===== config.mk =====
export PLATFORM = sky130hd
export DESIGN_NAME = rr_req_mux
export DESIGN_NICKNAME = d
export VERILOG_FILES = /design/src/rtl/rr_req_mux.sv
export SDC_FILE = /design/constraint.sdc
export NUM_CORES = 1
export LEC_CHECK = 0
export CAP_MARGIN = 40
export CORE_MARGIN = 8
export CORE_UTILIZATION = 46
export DETAILED_ROUTE_END_ITERATION = 12
export GPL_TIMING_DRIVEN = 0
export PLACE_DENSITY = 0.7
export SLEW_MARGIN = 5
export SYNTH_ARGS = -nofsm -noshare
export SYNTH_HDL_FRONTEND = slang
export SYNTH_SLANG_ARGS = --single-unit

===== constraint.sdc =====
create_clock -name clk -period 6.15 [get_ports clk]
set_clock_uncertainty 0.15 [all_clocks]
set_input_delay 1.23 -clock clk [delete_from_list [all_inputs] [get_ports clk]]
set_output_delay 1.23 -clock clk [all_outputs]
set_load 0.01 [all_outputs]

===== src/rtl/rr_req_mux.sv =====
// rr_req_mux: requester side of a 4-way round-robin request/grant handshake.
// Four client ports are buffered in per-port FIFOs. A one-hot grant from the
// external arbiter pops the granted head entry into a single registered
// valid/ready output, which is tagged with the source port.
// Optional build macro: RR_GNT_CHECK_EN adds a sticky err_o protocol checker.
module rr_req_mux #(
    parameter int DATA_W = 8,
    parameter int DEPTH  = 4
) (
    input  logic                  clk,
    input  logic                  reset,
    input  logic [3:0]            in_valid_i,
    input  logic [4*DATA_W-1:0]   in_data_i,
    output logic [3:0]            in_ready_o,
    output logic [3:0]            req_o,
    input  logic [3:0]            gnt_i,
    output logic                  out_valid_o,
    output logic [DATA_W-1:0]     out_data_o,
    output logic [1:0]            out_port_o,
    input  logic                  out_ready_i
`ifdef RR_GNT_CHECK_EN
    ,
    output logic                  err_o
`endif
);

    localparam int AW = $clog2(DEPTH);
    localparam int CW = AW + 1;
    localparam logic [CW-1:0] FULL_CNT = CW'(DEPTH);

    logic [3:0]             fifoEmpty;
    logic [3:0]             fifoFull;
    logic [3:0]             pushEn;
    logic [3:0]             popEn;
    logic [3:0][DATA_W-1:0] headData;

    logic                   canLoad;
    logic                   gntOneHot;
    logic                   gntLegal;
    logic [1:0]             gntIdx;

    logic                   outValid_q;
    logic                   outValid_d;
    logic [DATA_W-1:0]      outData_q;
    logic [DATA_W-1:0]      outData_d;
    logic [1:0]             outPort_q;
    logic [1:0]             outPort_d;

    // The output slot can take a new word when it is empty or being drained
    // this cycle; requests are withheld otherwise so the arbiter does not
    // advance on our behalf while downstream stalls.
    assign canLoad    = !outValid_q || out_ready_i;
    assign req_o      = ~fifoEmpty & {4{canLoad && !reset}};
    assign in_ready_o = ~fifoFull & {4{!reset}};

    // A grant is honoured only when it is exactly one bit and that bit is
    // currently requested; anything else is ignored without popping.
    assign gntOneHot = (gnt_i != 4'd0) && ((gnt_i & (gnt_i - 4'd1)) == 4'd0);
    assign gntLegal  = gntOneHot && ((gnt_i & req_o) == gnt_i);
    assign popEn     = gntLegal ? gnt_i : 4'd0;

    // Encode the one-hot grant into the port index used for muxing and tagging.
    always_comb begin
        gntIdx = 2'd0;
        case (gnt_i)
            4'b0001: gntIdx = 2'd0;
            4'b0010: gntIdx = 2'd1;
            4'b0100: gntIdx = 2'd2;
            4'b1000: gntIdx = 2'd3;
            default: gntIdx = 2'd0;
        endcase
    end

    for (genvar p = 0; p < 4; p++) begin : gPort
        logic [DATA_W-1:0] mem_q [DEPTH];
        logic [AW-1:0]     wrPtr_q;
        logic [AW-1:0]     wrPtr_d;
        logic [AW-1:0]     rdPtr_q;
        logic [AW-1:0]     rdPtr_d;
        logic [CW-1:0]     count_q;
        logic [CW-1:0]     count_d;

        assign fifoEmpty[p] = (count_q == '0);
        assign fifoFull[p]  = (count_q == FULL_CNT);
        assign pushEn[p]    = in_valid_i[p] && in_ready_o[p];
        assign headData[p]  = mem_q[rdPtr_q];

        // Advance pointers on push/pop; power-of-two depth lets them wrap freely.
        always_comb begin
            wrPtr_d = wrPtr_q;
            rdPtr_d = rdPtr_q;
            count_d = count_q;
            if (pushEn[p]) begin
                wrPtr_d = wrPtr_q + AW'(1);
            end
            if (popEn[p]) begin
                rdPtr_d = rdPtr_q + AW'(1);
            end
            case ({pushEn[p], popEn[p]})
                2'b10:   count_d = count_q + CW'(1);
                2'b01:   count_d = count_q - CW'(1);
                default: count_d = count_q;
            endcase
        end

        // Storage needs no reset: the count alone decides what is valid.
        always_ff @(posedge clk) begin
            if (pushEn[p]) begin
                mem_q[wrPtr_q] <= in_data_i[p*DATA_W +: DATA_W];
            end
        end

        // Pointer and occupancy registers, emptied by reset.
        always_ff @(posedge clk) begin
            if (reset) begin
                wrPtr_q <= '0;
                rdPtr_q <= '0;
                count_q <= '0;
            end else begin
                wrPtr_q <= wrPtr_d;
                rdPtr_q <= rdPtr_d;
                count_q <= count_d;
            end
        end
    end

    // Output slot: load on a legal grant, drop on a consumed word, else hold.
    always_comb begin
        outValid_d = outValid_q;
        outData_d  = outData_q;
        outPort_d  = outPort_q;
        if (gntLegal) begin
            outValid_d = 1'b1;
            outData_d  = headData[gntIdx];
            outPort_d  = gntIdx;
        end else if (outValid_q && out_ready_i) begin
            outValid_d = 1'b0;
        end
    end

    // Output register, cleared by reset so no stale word survives it.
    always_ff @(posedge clk) begin
        if (reset) begin
            outValid_q <= 1'b0;
            outData_q  <= '0;
            outPort_q  <= 2'd0;
        end else begin
            outValid_q <= outValid_d;
            outData_q  <= outData_d;
            outPort_q  <= outPort_d;
        end
    end

    assign out_valid_o = outValid_q;
    assign out_data_o  = outData_q;
    assign out_port_o  = outPort_q;

`ifdef RR_GNT_CHECK_EN
    logic gntIllegal;
    logic err_q;
    logic err_d;

    // Flag multi-hot grants, grants to idle ports and withheld grants.
    always_comb begin
        gntIllegal = 1'b0;
        if ((gnt_i != 4'd0) && !gntOneHot) begin
            gntIllegal = 1'b1;
        end
        if ((gnt_i & ~req_o) != 4'd0) begin
            gntIllegal = 1'b1;
        end
        if ((gnt_i == 4'd0) && (req_o != 4'd0)) begin
            gntIllegal = 1'b1;
        end
        err_d = err_q || gntIllegal;
    end

    // Sticky error flag, cleared only by reset.
    always_ff @(posedge clk) begin
        if (reset) begin
            err_q <= 1'b0;
        end else begin
            err_q <= err_d;
        end
    end

    assign err_o = err_q;
`endif

endmodule

==> results.py <==
# Synthesis and PnR figures
metrics = {
    "setup_path": {
        "critPathLaunchType": "primary input",
        "r2r_slack_ps": 2750,
        "capturing_element_of_the_worst_setup_path": "req_o[1]",
        "reg2reg_to": "gPort[0].count_q[2]",
        "max_stage_delay_ps": 600,
        "crit_type": "in2out",
        "path_depth": 6,
        "critical_path.top_delay_family": "buffers and inverters",
        "r2r-start": "out_valid_o",
        "worst-endpoint-arrival_ps": 3280,
        "critPathCaptureType": "primary output",
        "crit_chain": "clkdlybuf4s50_1 -> buf_1 -> clkbuf_8 -> clkbuf_8 -> nor3_1 -> clkdlybuf4s50_1",
        "setup.worst_path.start": "reset",
        "path_max_fanout": 10,
        "reg2reg_depth": 13,
    },
    "drt": {
        "wire_per_inst_um": 19.4,
        "detailroute.wirelength.met3_um": 656,
        "detail_route.iter0.violations": 418,
        "postRouteAntennaNets": 0,
        "detail_route.drc_violations": 0,
        "top_layer_used": "met4",
        "wl_met1_um": 6570,
        "drtPass1Iterations": 5,
        "routed-wl-met2_um": 7330,
        "routed_via_density": 5.36,
    },
    "flow_run": {
        "tool_warning_count": 38,
        "drv_cap": 0,
    },
    "yosys": {
        "post_synth_mux_area_share_pct": 10.5,
        "edf_count": 128,
        "yosys.stat.seqShare_pct": 65.3,
        "netlist_top_cells_count": "edfxtp_1, dfxtp_1, inv_1",
        "yosys_area_um2": 7330,
        "synth-async-reset-ratio_pct": 0,
        "synth-simple-area-share_pct": 7.00,
        "ys_sh_adder_pct": 4.51,
        "syn-cell-area_um2": 7330,
        "ys_top_cells_by_area": "edfxtp_1, dfxtp_1, mux4_2",
        "post_synth_ao_oa_area_fraction_pct": 6.68,
        "yosys.area_share.xor_xnor_pct": 1.79,
        "fp_nets": 522,
        "ys_dominant_reg_cell": "edfxtp_1",
        "numSynthFlops": 175,
        "synth_cell_types": 50,
    },
    "finish": {
        "largest-register": "gPort.mem_q",
        "layout_area_growth_over_synthesis_pct": 19.1,
        "n_antenna_cell": 0,
        "commonest_cells_after_routing_fill_and_taps_aside": "edfxtp_1, clkdlybuf4s50_1, dfxtp_1",
        "final-nonclk-buf-share_pct": 8.45,
        "top_cell_category": "sequential cells",
        "finish.net_count": 598,
        "final_cell_count_no_fill": 760,
        "clock_buffers": 17,
        "num-nonclk-inverters": 37,
        "nFillCells": 1228,
        "layout.cells.most_common": "edfxtp_1",
        "nNonClkBuffers": 77,
        "post_route_cells_drive_above_1_share_pct": 15.6,
        "biggestRegsByFlops": "gPort.mem_q x128, gPort.count_q x12",
        "largest_register_ffs": 128,
        "n_sequential_cell": 175,
        "share_of_final_layout_cell_area_taken_by_clock_buffers_and_inverters_pct": 6.41,
    },
    "placed_design": {
        "pre_cts_ws_ps": 1220,
        "gp_congestion": 0.816,
        "place_inst": 728,
        "place_hpwl_um": 10500,
    },
    "power_and_ir_drop": {
        "report.power.total_w": 0.00253,
        "powerSeq_w": 0.00132,
        "power_leader": "registers",
        "internal-power_w": 0.00195,
        "power.ir.vdd_worst_uv": 181,
        "power_per_cell_area_nw_per_um2": 289,
        "comb-power_w": 0.000188,
        "seqPwrFrac_pct": 52.2,
        "total_leakage_power_nw": 2.91,
    },
    "clock_tree": {
        "cts.htree.levels": 4,
        "cts_resized": 0,
        "max-clock-path-buffers": 2,
        "cts-hold-fix-buffers": 0,
        "postCtsSetupRepairBufs": 0,
        "tritoncts.num_buffers": 17,
        "cts_tree": "done",
        "clock_sink_count": 175,
        "clock.latency.late_pin_ps": 420,
        "clk_pin_slew_ps": 60,
    },
    "floorplan": {
        "design.core.area_um2": 15700,
        "die_height_um": 142,
        "floorplan.die_area_um2": 20200,
        "num_rows": 46,
        "taps": 216,
        "fp.dieW_um": 142,
    },
    "worst_hold_path": {
        "hp-class": "reg2reg",
        "hold_path_startpoint": "gPort[3].rdPtr_q[1]",
        "min_delay_path_depth": 1,
    },
    "global_route": {
        "number_of_antenna_violations_at_the_first_check_in_global_routing": 0,
        "grt_start_max_net_pins": 17,
        "grt_pass1_wl_um": 23300,
        "grt_pass1_vias": 4272,
        "grt-ovfl-total": 0,
        "global_route.usage.total_pct": 15.4,
    },
    "final_timing": {
        "finalClockPeriodUsage_pct": 75.8,
        "finalSetupViolations": 0,
        "max_slew.worst_pin.slew_ps": 703,
        "slew_headroom_pct": 53.1,
        "setup_total_negative_slack_ps": 0,
        "hold_violations": 0,
        "final_critical_path_setup_slack_ps": 1490,
        "final.hold.worst_slack_ps": 306,
    },
    "run_status": {
        "run_status": "complete, no violations",
    },
}
==> images/m1.png <==
Supply wires on this layer in gray.
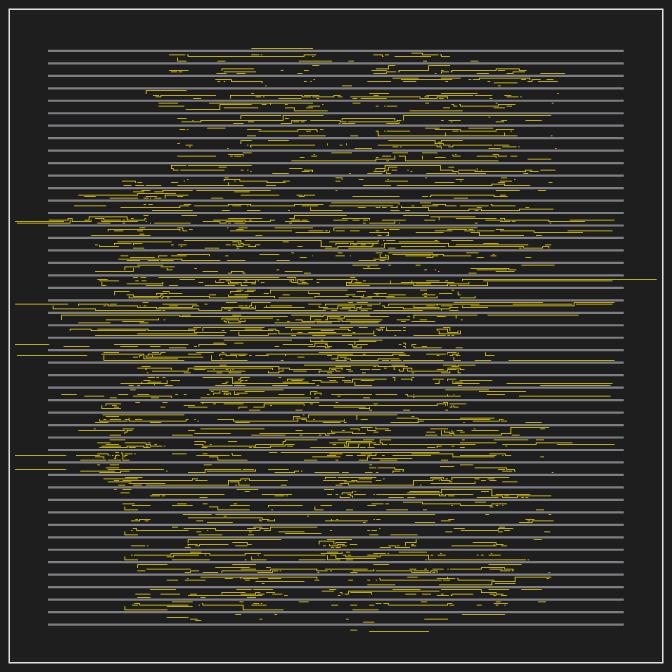
- wire length on this layer: 6570 um
- longest straight run: 47.8 um
- main direction: horizontal
- share of all routed wire: 45%
- nets with wire on the layer: 566
met1 routing resource usage after global routing: 20.3%
Vias: 4076
Final Routed Wirelength: 14700 um

==> images/util_map.png <==
14 x 14 tiles, from white (low) to dark blue (high), 0 to 100% covered.
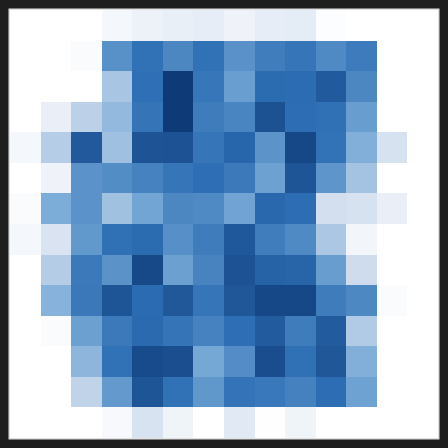
- emptiest ninth of the die: north-west
- mean over tiles: 42%
- tiles over 75% full: 19%
- nearly empty tiles: 26%
- fullest tile: 96%
Util after Layout: 55.5%
FP Core Util: 46.6%

==> images/class_map.png <==
The bar under the picture is 50 um long. Fill, decap, tap and diode cells in gray.
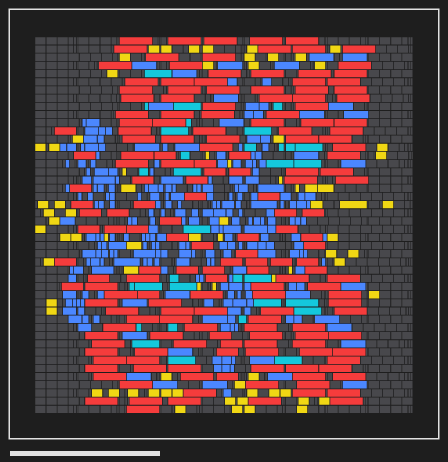
- red: registers (cells 175; share of their area 57%)
- yellow: remaining buffers and delay cells (cells 77; share of their area 8.7%)
- blue: remaining logic cells (cells 260; share of their area 28%)
- cyan: clock drivers and dummy loads (cells 32; share of their area 6.6%)
register share of the cell area: 54.8%
Final Cell Area: 8730 um2

==> images/port_trees.png <==
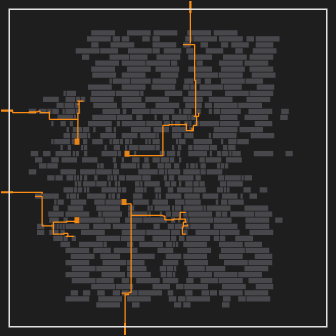
- orange: in_ready_o (direction output; end cells 4; wire 344 um)
I/O Pins: 62
# port buffers: 57

==> images/congestion_map.png <==
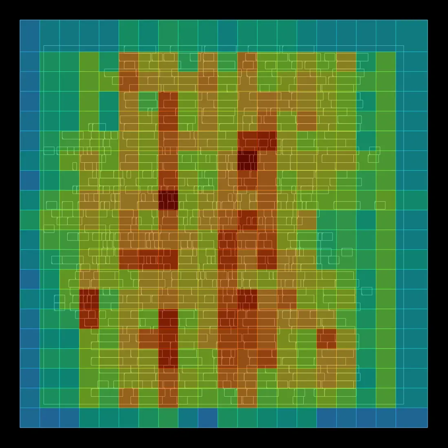
met3 Usage GRT: 2.92%
global-route track usage on met2: 24.7%
Most Crowded Layer GR: met2

